**config.mk**
```make
export PLATFORM = sky130hd
export DESIGN_NAME = wb_burst_master
export DESIGN_NICKNAME = d
export VERILOG_FILES = /design/src/rtl/wb_pkg.sv /design/src/rtl/wb_timeout_cnt.sv /design/src/rtl/wb_burst_master.sv
export SDC_FILE = /design/constraint.sdc
export NUM_CORES = 1
export LEC_CHECK = 0
export ABC_AREA = 1
export ABC_CLOCK_PERIOD_IN_PS = 4100
export CORE_MARGIN = 2
export CORE_UTILIZATION = 40
export CTS_BUF_LIST = sky130_fd_sc_hd__clkbuf_8
export DETAILED_ROUTE_END_ITERATION = 8
export PLACE_DENSITY = 0.71
export SLEW_MARGIN = 20
export SYNTH_ARGS = -nofsm -noshare
export SYNTH_HDL_FRONTEND = slang
export SYNTH_SLANG_ARGS = --single-unit
```
**constraint.sdc**
```tcl
create_clock -name clk -period 4.1 [get_ports clk]
set_input_delay 0.82 -clock clk [delete_from_list [all_inputs] [get_ports clk]]
set_output_delay 0.82 -clock clk [all_outputs]
set_load 0.1 [all_outputs]
```
**src/rtl/wb_pkg.sv**
```systemverilog
// Shared types for the Wishbone burst master: FSM state encoding and
// response status fields.
package wb_pkg;

    typedef enum logic [2:0] {
        IDLE,
        WDATA,
        STROBE,
        RESP,
        DRAIN
    } state_t;

    typedef struct packed {
        logic last;
        logic timeout;
    } rsp_status_t;

endpackage

```
**src/rtl/wb_timeout_cnt.sv**
```systemverilog
// Counts strobe cycles that go unacknowledged; hit flags the final allowed cycle.
// A TIMEOUT of 0 removes the counter entirely and never signals hit.
module wb_timeout_cnt #(
    parameter int unsigned TIMEOUT = 255
) (
    input  logic clk,
    input  logic reset,
    input  logic clear,
    input  logic enable,
    output logic hit
);

    if (TIMEOUT == 0) begin : g_off
        assign hit = 1'b0;
    end else begin : g_on
        localparam int unsigned CNT_W = $clog2(TIMEOUT + 1);
        localparam logic [CNT_W-1:0] LAST = CNT_W'(TIMEOUT - 1);

        logic [CNT_W-1:0] count;

        always_ff @(posedge clk or negedge reset) begin
            if (!reset) begin
                count <= '0;
            end else if (clear) begin
                count <= '0;
            end else if (enable) begin
                count <= count + CNT_W'(1);
            end
        end

        // Asserted during the TIMEOUT-th waiting cycle so the abort lands right after it.
        assign hit = enable && (count == LAST);
    end

endmodule

```
**src/rtl/wb_burst_master.sv**
```systemverilog
// Wishbone classic burst master: one command runs 1..2^LEN_W incrementing
// beats under a single cyc, with per-beat read responses and timeout abort.
module wb_burst_master
    import wb_pkg::*;
#(
    parameter int unsigned ADDR_W  = 16,
    parameter int unsigned DATA_W  = 32,
    parameter int unsigned STRB_W  = DATA_W / 8,
    parameter int unsigned LEN_W   = 4,
    parameter int unsigned TIMEOUT = 255
) (
    input  logic              clk,
    input  logic              reset,
    input  logic              cmd_valid,
    output logic              cmd_ready,
    input  logic              cmd_we,
    input  logic [ADDR_W-1:0] cmd_addr,
    input  logic [STRB_W-1:0] cmd_sel,
    input  logic [LEN_W-1:0]  cmd_len,
    input  logic              wr_valid,
    output logic              wr_ready,
    input  logic [DATA_W-1:0] wr_data,
    output logic              rsp_valid,
    input  logic              rsp_ready,
    output logic [DATA_W-1:0] rsp_data,
    output logic              rsp_last,
    output logic              rsp_timeout,
    output logic              busy,
    output logic [ADDR_W-1:0] wb_adr_o,
    output logic [DATA_W-1:0] wb_dat_o,
    output logic [STRB_W-1:0] wb_sel_o,
    output logic              wb_we_o,
    output logic              wb_stb_o,
    output logic              wb_cyc_o,
    input  logic [DATA_W-1:0] wb_dat_i,
    input  logic              wb_ack_i
);

    typedef struct packed {
        logic [DATA_W-1:0] data;
        rsp_status_t       status;
    } rsp_t;

    state_t           state;
    rsp_t             rsp;
    logic [LEN_W-1:0] len;
    logic [LEN_W-1:0] beat;
    logic [LEN_W-1:0] drain_left;
    logic             last_beat;
    logic             tmo_hit;

    assign last_beat   = (beat == len);
    assign rsp_data    = rsp.data;
    assign rsp_last    = rsp.status.last;
    assign rsp_timeout = rsp.status.timeout;

    wb_timeout_cnt #(
        .TIMEOUT(TIMEOUT)
    ) u_timeout (
        .clk   (clk),
        .reset (reset),
        .clear (state != STROBE),
        .enable((state == STROBE) && !wb_ack_i),
        .hit   (tmo_hit)
    );

    always_ff @(posedge clk or negedge reset) begin
        if (!reset) begin
            state      <= IDLE;
            cmd_ready  <= 1'b1;
            wr_ready   <= 1'b0;
            rsp_valid  <= 1'b0;
            rsp        <= '0;
            busy       <= 1'b0;
            wb_adr_o   <= '0;
            wb_dat_o   <= '0;
            wb_sel_o   <= '0;
            wb_we_o    <= 1'b0;
            wb_stb_o   <= 1'b0;
            wb_cyc_o   <= 1'b0;
            len        <= '0;
            beat       <= '0;
            drain_left <= '0;
        end else begin
            case (state)
                IDLE: begin
                    if (cmd_valid) begin
                        cmd_ready  <= 1'b0;
                        busy       <= 1'b1;
                        wb_adr_o   <= cmd_addr;
                        wb_sel_o   <= cmd_sel;
                        wb_we_o    <= cmd_we;
                        len        <= cmd_len;
                        beat       <= '0;
                        drain_left <= '0;
                        if (cmd_we) begin
                            wr_ready <= 1'b1;
                            state    <= WDATA;
                        end else begin
                            wb_cyc_o <= 1'b1;
                            wb_stb_o <= 1'b1;
                            state    <= STROBE;
                        end
                    end
                end
                WDATA: begin
                    if (wr_valid) begin
                        wr_ready <= 1'b0;
                        wb_dat_o <= wr_data;
                        wb_cyc_o <= 1'b1;
                        wb_stb_o <= 1'b1;
                        state    <= STROBE;
                    end
                end
                STROBE: begin
                    if (wb_ack_i) begin
                        wb_stb_o <= 1'b0;
                        if (!wb_we_o) begin
                            rsp.data   <= wb_dat_i;
                            rsp.status <= '{last: last_beat, timeout: 1'b0};
                            rsp_valid  <= 1'b1;
                            wb_cyc_o   <= !last_beat;
                            state      <= RESP;
                        end else if (!last_beat) begin
                            wb_adr_o <= wb_adr_o + ADDR_W'(STRB_W);
                            beat     <= beat + LEN_W'(1);
                            wr_ready <= 1'b1;
                            state    <= WDATA;
                        end else begin
                            rsp.data   <= '0;
                            rsp.status <= '{last: 1'b1, timeout: 1'b0};
                            rsp_valid  <= 1'b1;
                            wb_cyc_o   <= 1'b0;
                            state      <= RESP;
                        end
                    end else if (tmo_hit) begin
                        wb_stb_o   <= 1'b0;
                        wb_cyc_o   <= 1'b0;
                        rsp.data   <= '0;
                        rsp.status <= '{last: 1'b1, timeout: 1'b1};
                        rsp_valid  <= 1'b1;
                        // Beats already accepted are beat+1; the rest must still be consumed.
                        drain_left <= wb_we_o ? (len - beat) : '0;
                        state      <= RESP;
                    end
                end
                RESP: begin
                    if (rsp_ready) begin
                        rsp_valid  <= 1'b0;
                        rsp.status <= '0;
                        if (rsp.status.last) begin
                            wb_cyc_o <= 1'b0;
                            if (drain_left != '0) begin
                                wr_ready <= 1'b1;
                                state    <= DRAIN;
                            end else begin
                                cmd_ready <= 1'b1;
                                busy      <= 1'b0;
                                state     <= IDLE;
                            end
                        end else begin
                            wb_adr_o <= wb_adr_o + ADDR_W'(STRB_W);
                            beat     <= beat + LEN_W'(1);
                            wb_stb_o <= 1'b1;
                            state    <= STROBE;
                        end
                    end
                end
                DRAIN: begin
                    if (wr_valid) begin
                        drain_left <= drain_left - LEN_W'(1);
                        if (drain_left == LEN_W'(1)) begin
                            wr_ready  <= 1'b0;
                            cmd_ready <= 1'b1;
                            busy      <= 1'b0;
                            state     <= IDLE;
                        end
                    end
                end
                default: state <= IDLE;
            endcase
        end
    end

endmodule

```
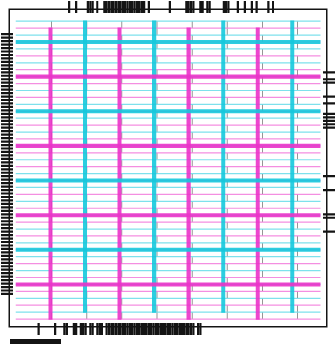
Figure 1: run 1, PDN straps and rails.
Bar = 20 um. Pins as bars on the die edge. Tap cells in grey.
- magenta: VSS
- cyan: VDD
- tap cells: 180
- rows: 43
Die X: 124 um
die y size: 124 um

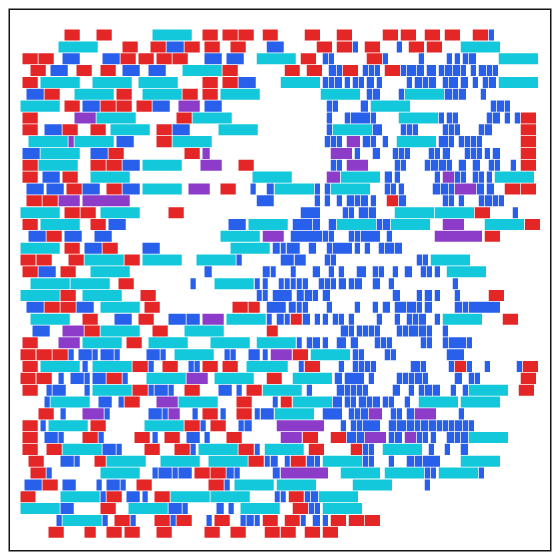
Figure 2: run 1, cells coloured by class.
- purple: clock drivers and dummy loads (cells 32; share of their area 5.7%)
- blue: all other logic (cells 528; share of their area 34%)
- red: other buffers and delay cells (cells 195; share of their area 24%)
- cyan: flip-flops (cells 116; share of their area 36%)
core area: 14,000 um2
fin area: 8230 um2

==> run summary, run 1 <==
run metrics: Tcrit/Tclk final=72.0%, Initial DRC Count=347, unrepaired setup endpoints after global routing=false, R2R cell count=9, n_diodes=0, max cap viols=0, max-slew violations=0, ys flops=116, slowest stage delay, CP=1160 ps, async set-reset flop share out of synthesis=100%, most numerous logic cells after layout=nand2_1 (240), clkdlybuf4s50_1 (186), dfrtp_1 (115), GR Overflow Total=0, Worst R2R Start=state[2], TritonCTS Buffers=17, number of global-route vias before repair=4,828, Clk pin slew, worst setup/hold paths=around 70 ps, bufs w/o clock=195, floorplan utilization=a little over 40%, logic area=2540 um2, Tool Warnings=28, Fin Hold WS=about 430 ps, drt drc=0, Slowest-stage cell, CP=clkdlybuf4s50_1, setup_tns=0 ps, Area growth, synth to finish=42.7%, critical path launch point=cmd_ready, minimum clock period=a little under 3000 ps, gpl congestion=between 0.8 and 0.9, Final Hold Viols=0, Max-area cell share=between 40% and 50%, # Cells Yosys=666, status=completed, flop share of the area=35.3%, CTS tree=done, worst hold path class=primary input to asynchronous set/reset pin, Top FF cell, synth=dfrtp_1, share of cells above drive strength 1=13.7%, Resized Gates After CTS=0, gr usage total=20.8%, Worst R2R End=rsp_data[0], WP buf/inv=1, CP endpoint kind=output port, Critical Path End=cmd_ready, post-route worst setup slack=1150 ps, largest area contributor in the netlist=dfrtp_1, cell count after placement=around 1,000, buffering overhead=23.4%, Non-CTS inverters=49, sequential cell area=2900 um2, Highest Clock Rate=339 MHz, synth top area cells=dfrtp_1 (50%), nand2_1 (16%), mux2_2 (7.8%), Largest cell class=sequential cells, CP Launch Type=flop, combinational share of cell area=30.8%, CTS Buffer Depth=2, Critical Path Fanout Max=2, H-tree levels=4, drt total wl=15.1 mm, Worst Skew=12.3 ps, Yosys Chip Area=5770 um2, Layout Nets=963, # Taps=180, I/O Buffers=187, clock sinks=116, R2R setup slack=1570 ps, hold buffers post-CTS=0
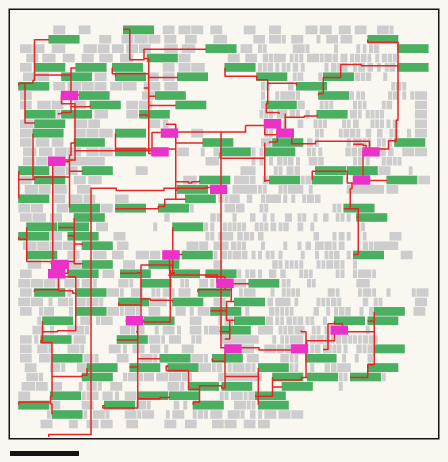
Figure 3: run 1, clock wires, drivers and flops.
Bar = 20 um.
- red: clock wires (length 1,530 um)
- magenta: cells driving clock nets (count 17)
- green: flip-flops (count 116)
- flops lie: widely spread
- routed clock nets: 18
Clk Latency, worst-skew pair: 440 ps

run 1: registers in the layout, summed over array words and instances (netlist names):
register              flops
wb_adr_o                 16
rsp_timeout               1
beat                      4
wb_dat_o                 32
wr_ready                  1
u_timeout.g_on.count      8
wb_we_o                   1
len                       4
cmd_ready                 1
rsp_data                 32
drain_left                4
wb_cyc_o                  1
rsp_valid                 1
wb_sel_o                  4
state                     3
rsp_last                  1
wb_stb_o                  1
busy                      1
run 1: synth_stat cells, types with 2 or more instances:
cell type	number
inv_2	2
mux2_2	40
buf_2	10
buf_6	7
xor2_1	2
inv_1	47
nand3_1	47
o21ai_2	23
nand4_1	6
o21ai_1	11
o21ai_0	21
nor2_4	2
clkbuf_1	4
ha_1	9
dfrtp_1	115
nand2_2	2
nor3_1	5
a21oi_1	15
nor2_1	44
or2_2	3
nand2_1	240
run 1: layer usage:
layer / global-route usage, % / part of all wire (%) / wire [um] / up-vias
met5: 0 / 0.086 / 13 / -
met3: 9.62 / 9.3 / 1400 / 21
met1: 25.4 / 42 / 6250 / 2324
met4: 7.37 / 1.6 / 244 / 2
met2: 32.4 / 47 / 7150 / 153
li1: - / - / - / 2538
run 1: kinds of logic after synthesis:
logic type / after synthesis / share of synthesized area (%)
and+or+nand+nor: 353 / 25.4
muxes: 40 / 7.81
AOI/OAI and AO/OA: 74 / 8.13
adders and majority gates: 10 / 2.30
buffers and inverters: 71 / 5.75
DFF: 116 / 50.3
xor gates and xnor gates: 2 / 0.304
==> inputs of run 2 (changes only) <==
--- a/config.mk
+++ b/config.mk
@@ -6,12 +6,12 @@
 export NUM_CORES = 1
 export LEC_CHECK = 0
 export ABC_AREA = 1
-export ABC_CLOCK_PERIOD_IN_PS = 4100
+export ABC_CLOCK_PERIOD_IN_PS = 2460
 export CORE_MARGIN = 2
 export CORE_UTILIZATION = 40
 export CTS_BUF_LIST = sky130_fd_sc_hd__clkbuf_8
 export DETAILED_ROUTE_END_ITERATION = 8
-export PLACE_DENSITY = 0.71
+export PLACE_DENSITY = 0.74
 export SLEW_MARGIN = 20
 export SYNTH_ARGS = -nofsm -noshare
 export SYNTH_HDL_FRONTEND = slang
==> constraint.sdc (replaced) <==
create_clock -name clk -period 2.46 [get_ports clk]
set_input_delay 0.492 -clock clk [delete_from_list [all_inputs] [get_ports clk]]
set_output_delay 0.492 -clock clk [all_outputs]
set_load 0.1 [all_outputs]
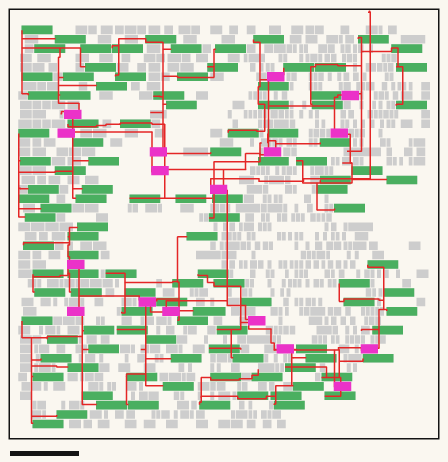
Figure 4: run 2, clock wires, drivers and flops.
Bar = 20 um.
- red: clock wires (length 1,600 um)
- green: flip-flops (count 116)
- magenta: cells driving clock nets (count 17)
- routed clock nets: 18
Clk Latency, worst-skew pair: 430 ps

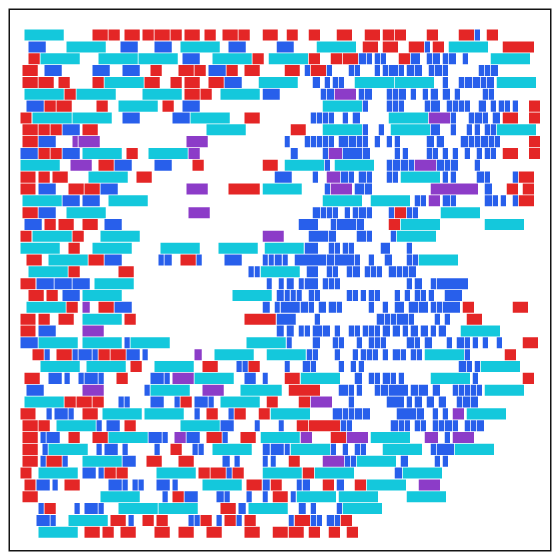
Figure 5: run 2, cells coloured by class.
- cyan: flip-flops (cells 116; share of their area 37%)
- purple: clock drivers and dummy loads (cells 31; share of their area 4.8%)
- red: other buffers and delay cells (cells 195; share of their area 23%)
- blue: all other logic (cells 528; share of their area 35%)
fin area: 7980 um2
flop share of the area: 36.4%
post-layout util: 57.0%
FP Rows: 43

==> run 2 against run 1 <==
Critical endpoint is now rsp_data[29]; critical path depth increased by 8; non-clock buffer count unchanged; synthesized cell count unchanged; cell count about the same; global-route usage decreased by 1.1 points; largest cell class unchanged; sequential share of layout area increased by 1.1 points; utilization decreased by 1.8 points.
==> run summary, run 2 <==
run metrics: status=completed (unchanged), gpl congestion=0.933 (was 0.897), First-pass DRT Iterations=4 (was 6), drt total wl=14.5 mm (was 15.1 mm), minimum clock period=2030 ps, core area=14,000 um2 (unchanged), CTS Buffer Depth=2 (unchanged), n_diodes=0 (unchanged), slowest stage delay, CP=540 ps (was 1160 ps), max cap viols=0 (unchanged), Initial DRC Count=344 (was 347), Critical Path Fanout Max=65 (was 2), cell count after placement=1,019 (unchanged), worst hold path class=primary input to asynchronous set/reset pin (unchanged), CTS tree=done (unchanged), # Cells Yosys=666 (unchanged), gr usage total=19.7% (was 20.8%), routed len/inst=13.8 um (was 14.3 um), Worst R2R Start=state[2] (unchanged), Yosys Chip Area=5770 um2 (unchanged), ys flops=116 (unchanged), Clk pin slew, worst setup/hold paths=70 ps (about the same), largest area contributor in the netlist=dfrtp_1 (unchanged), die y size=124 um (unchanged), R2R setup slack=430 ps (was 1570 ps), clock sinks=116 (unchanged), most numerous logic cells after layout=nand2_1 (240), dfrtp_1 (115), buf_4 (97) (was nand2_1 (240), clkdlybuf4s50_1 (186), dfrtp_1 (115)), unrepaired setup endpoints after global routing=false (unchanged), Fin Hold WS=48.4 ps (was 426 ps), async set-reset flop share out of synthesis=100% (unchanged), Slew Limit Headroom=62.6% (was 31.3%), synth top area cells=dfrtp_1 (50%), nand2_1 (16%), mux2_2 (7.8%) (unchanged), number of global-route vias before repair=4,831 (was 4,828), Area growth, synth to finish=38.3% (was 42.7%), Max-area cell share=49.9% (unchanged), Resized Gates After CTS=0 (unchanged), Worst R2R End=rsp_data[29] (was rsp_data[0]), CP endpoint kind=flop (was output port), Highest Clock Rate=a little under 500 MHz, share of cells above drive strength 1=24.3% (was 13.7%), setup_tns=0 ps (unchanged), Tool Warnings=28 (unchanged), most common cell in the synthesized netlist=nand2_1 (unchanged), Vias=5,053 (was 5,038), post-route worst setup slack=434 ps (was 1150 ps), Die X=124 um (unchanged), Layout Nets=963 (unchanged), WP buf/inv=2 (was 1), CP Launch Type=flop (unchanged), Final Hold Viols=0 (unchanged), floorplan utilization=41.2% (unchanged), GR Overflow Total=0 (unchanged), Cells after Synth=666 (unchanged), I/O Buffers=187 (unchanged), synth cell count leaders=nand2_1 (240), dfrtp_1 (115), inv_1 (47), nand3_1 (47), nor2_1 (44) (unchanged), max-slew violations=0 (unchanged)
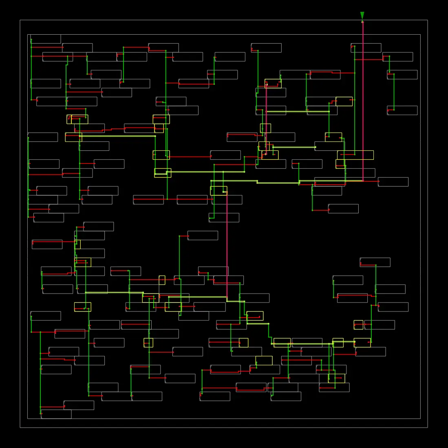
Figure 6: run 2, the clock network.
CLK BUF: 19
Worst Skew: 10.5 ps
TritonCTS Buffers: 17
flip-flop and latch count: 116

run 2: how the worst max path moves through the flow:
stage / start / end / slack, ps
floorplan: wb_adr_o[3] / wb_adr_o[10] / 400
global placement: wb_ack_i / beat[1] / 380
detailed placement: wb_ack_i / beat[2] / 320
CTS: state[2] / rsp_data[29] / 450
global route: state[2] / rsp_data[29] / 260
finish: state[2] / rsp_data[29] / 430
run 2: cells by family (layout without fill, tap and decap cells):
group           after synthesis  in the layout  synth area share [%]
compound gates               74             74                  8.13
flops                       116            116                  50.3
fa+ha+maj                    10             10                  2.30
mux                          40             40                  7.81
buf+inv                      71            275                  5.75
xor+xnor                      2              2                 0.304
simple gates                353            353                  25.4
run 2: cell type report:
type | instances | area, um2 | area share [%]
Clock buffer | 19 | 262 | 3.28
Sequential cell | 116 | 2900 | 36.4
Tap cell | 180 | 225 | 2.82
Timing Repair Buffer | 195 | 1760 | 22.0
Inverter | 49 | 184 | 2.31
Clock inverter | 12 | 108 | 1.35
Multi-Input combinational cell | 479 | 2540 | 31.8
run 2: stage by stage:
step / util (%) / instance area (um2)
after global routing: 57.0 / 7980
after CTS: 57.0 / 7980
after detailed placement: 54.4 / 7610
after global placement: 54.4 / 7610
final: 57.0 / 7980
after floorplan: - / 5770
run 2: metal layers:
metal	up-vias	track usage (%)	part of all wire (%)
met5	-	0	0
li1	2536	-	-
met3	17	7.42	7.6
met2	165	30.7	48
met4	0	7.09	1.8
met1	2335	25.0	43
==> inputs of run 3 (changes only) <==
--- a/config.mk
+++ b/config.mk
@@ -6,7 +6,7 @@
 export NUM_CORES = 1
 export LEC_CHECK = 0
 export ABC_AREA = 1
-export ABC_CLOCK_PERIOD_IN_PS = 2460
+export ABC_CLOCK_PERIOD_IN_PS = 1700
 export CORE_MARGIN = 2
 export CORE_UTILIZATION = 40
 export CTS_BUF_LIST = sky130_fd_sc_hd__clkbuf_8
==> constraint.sdc (replaced) <==
create_clock -name clk -period 1.7 [get_ports clk]
set_input_delay 0.34 -clock clk [delete_from_list [all_inputs] [get_ports clk]]
set_output_delay 0.34 -clock clk [all_outputs]
set_load 0.1 [all_outputs]
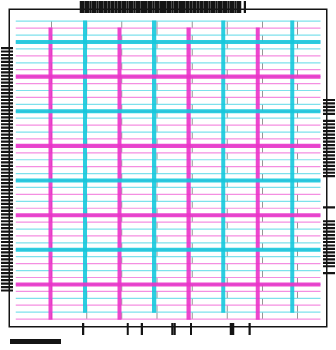
Figure 7: run 3, PDN straps and rails.
Bar = 20 um. Pins as bars on the die edge. Tap cells in grey.
- magenta: VSS
- cyan: VDD
- tap cells: 180
- met4 straps: 8
- met1 rails: 44
- met5 straps: 8

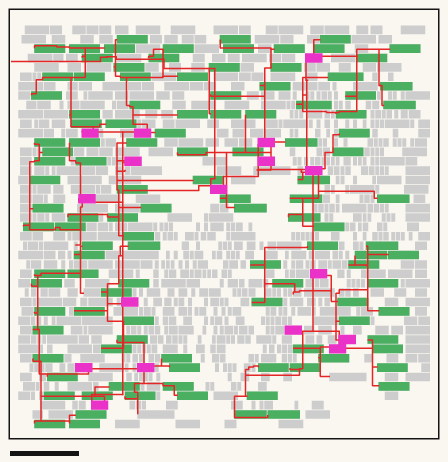
Figure 8: run 3, clock wires, drivers and flops.
Bar = 20 um.
- magenta: cells driving clock nets (count 17)
- green: flip-flops (count 116)
- red: clock wires (length 1,620 um)
- flops lie: widely spread
Clk Latency, worst-skew pair: 440 ps
Worst Skew: 15.6 ps

==> run 3 against run 2 <==
The run now ends with negative setup slack left; worst hold slack gained 400 ps; wire length grew 18%; synthesized cell count stayed put; fmax increased by 15%.
==> run summary, run 3 <==
run metrics: status=finished, violations left (was completed), violated checks=negative setup slack, Tool Warnings=30 (was 28), Yosys Chip Area=5770 um2 (unchanged), Clk pin slew, worst setup/hold paths=70 ps (about the same), number of global-route vias before repair=5,239 (was 4,831), H-tree levels=4 (unchanged), core area=14,000 um2 (unchanged), share of cells above drive strength 1=34.9% (was 24.3%), Worst R2R End=rsp_data[27] (was rsp_data[29]), clock sinks=116 (unchanged), Layout Nets=1,015 (was 963), Synth Area in Adders=2.30% (unchanged), max-slew violations=0 (unchanged), worst hold path class=primary input to asynchronous set/reset pin (unchanged), slowest stage delay, CP=420 ps (was 540 ps), synth top area cells=dfrtp_1 (50%), nand2_1 (16%), mux2_2 (7.8%) (unchanged), Worst R2R Start=beat[0] (was state[2]), Dominant comb cell=simple AND/OR/NAND/NOR gates (unchanged), Cells after Synth=666 (unchanged), post-route worst setup slack=-58.0 ps (was 434 ps), sequential cell area=2930 um2 (was 2900 um2), unrepaired setup endpoints after global routing=true (was false), post-synthesis mux area share=7.81% (unchanged), drt drc=0 (unchanged), Vias=5,437 (was 5,053), Top FF cell, synth=dfrtp_1 (unchanged), drt total wl=17.2 mm (was 14.5 mm), async set-reset flop share out of synthesis=100% (unchanged), setup_tns=-649 ps (was 0 ps), Finish-stage setup viols=29 (was 0), # Cells Yosys=666 (unchanged), Critical Path End=rsp_data[27] (was rsp_data[29]), n_diodes=0 (unchanged), R2R setup slack=-60 ps (was 430 ps), Final Hold Viols=0 (unchanged), CTS tree=done (unchanged), WP buf/inv=1 (was 2), Highest Clock Rate=569 MHz (was 494 MHz), ys flops=116 (unchanged), GR Overflow Total=0 (unchanged), logic area=2770 um2 (was 2540 um2), Fin Hold WS=446 ps (was 48.4 ps), CTS Buffer Depth=2 (unchanged), routed len/inst=15.6 um (was 13.8 um), Initial DRC Count=255 (was 344), CP Launch Type=flop (unchanged), CP endpoint kind=flop (unchanged), yosys simple share=25.4% (unchanged), die y size=124 um (unchanged), Slowest-stage cell, CP=dfrtp_1 (unchanged)
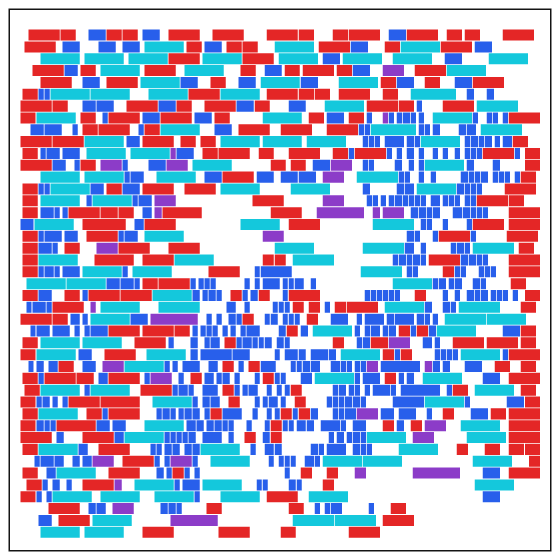
Figure 9: run 3, cells coloured by class.
- blue: all other logic (cells 529; share of their area 30%)
- red: other buffers and delay cells (cells 246; share of their area 35%)
- cyan: flip-flops (cells 116; share of their area 30%)
- purple: clock drivers and dummy loads (cells 32; share of their area 4.4%)
post-layout util: 71.4%
fin area: 9990 um2

==> run 3: cell count changes in the layout (fill, tap and decap cells not counted), sizes merged, moves of 3 or more <==
cell / delta
clkinvlp: -3
clkbuf: +4
buf: +46
bufinv: +3
==> run 3: final cells by class <==
| class | count | share of cell area (%) |
|---|---|---|
| Timing Repair Buffer | 246 | 34.6 |
| Sequential cell | 116 | 29.3 |
| Multi-Input combinational cell | 480 | 27.7 |
| Clock buffer | 19 | 2.62 |
| Tap cell | 180 | 2.25 |
| Inverter | 49 | 1.84 |
| Clock inverter | 13 | 1.67 |
==> run 3: layer usage <==
layer | up-vias | wire, um | global-route usage, %
met3 | 24 | 1500 | 8.56
met1 | 2578 | 6780 | 26.0
met5 | - | 0 | 0
met2 | 194 | 8570 | 35.0
met4 | 0 | 312 | 8.01
li1 | 2641 | - | -
==> run 3: metrics by stage <==
stage	instances	area, um2	setup WS (ps)
floorplan	666	5800	9.28
global placement	1061	9170	-105
CTS	1095	9660	-38.0
global route	1103	9990	-121
finish	1103	9990	-58.0
detailed placement	1061	9170	-137
==> run 3: timing repair <==
item	CTS	global route
pin swaps	0	5
cloned	1	7
setup buffers	0	1
hold endpoints to repair	115	0
setup endpoints to repair	42	95
hold buffers	1	0
gates resized	7	57
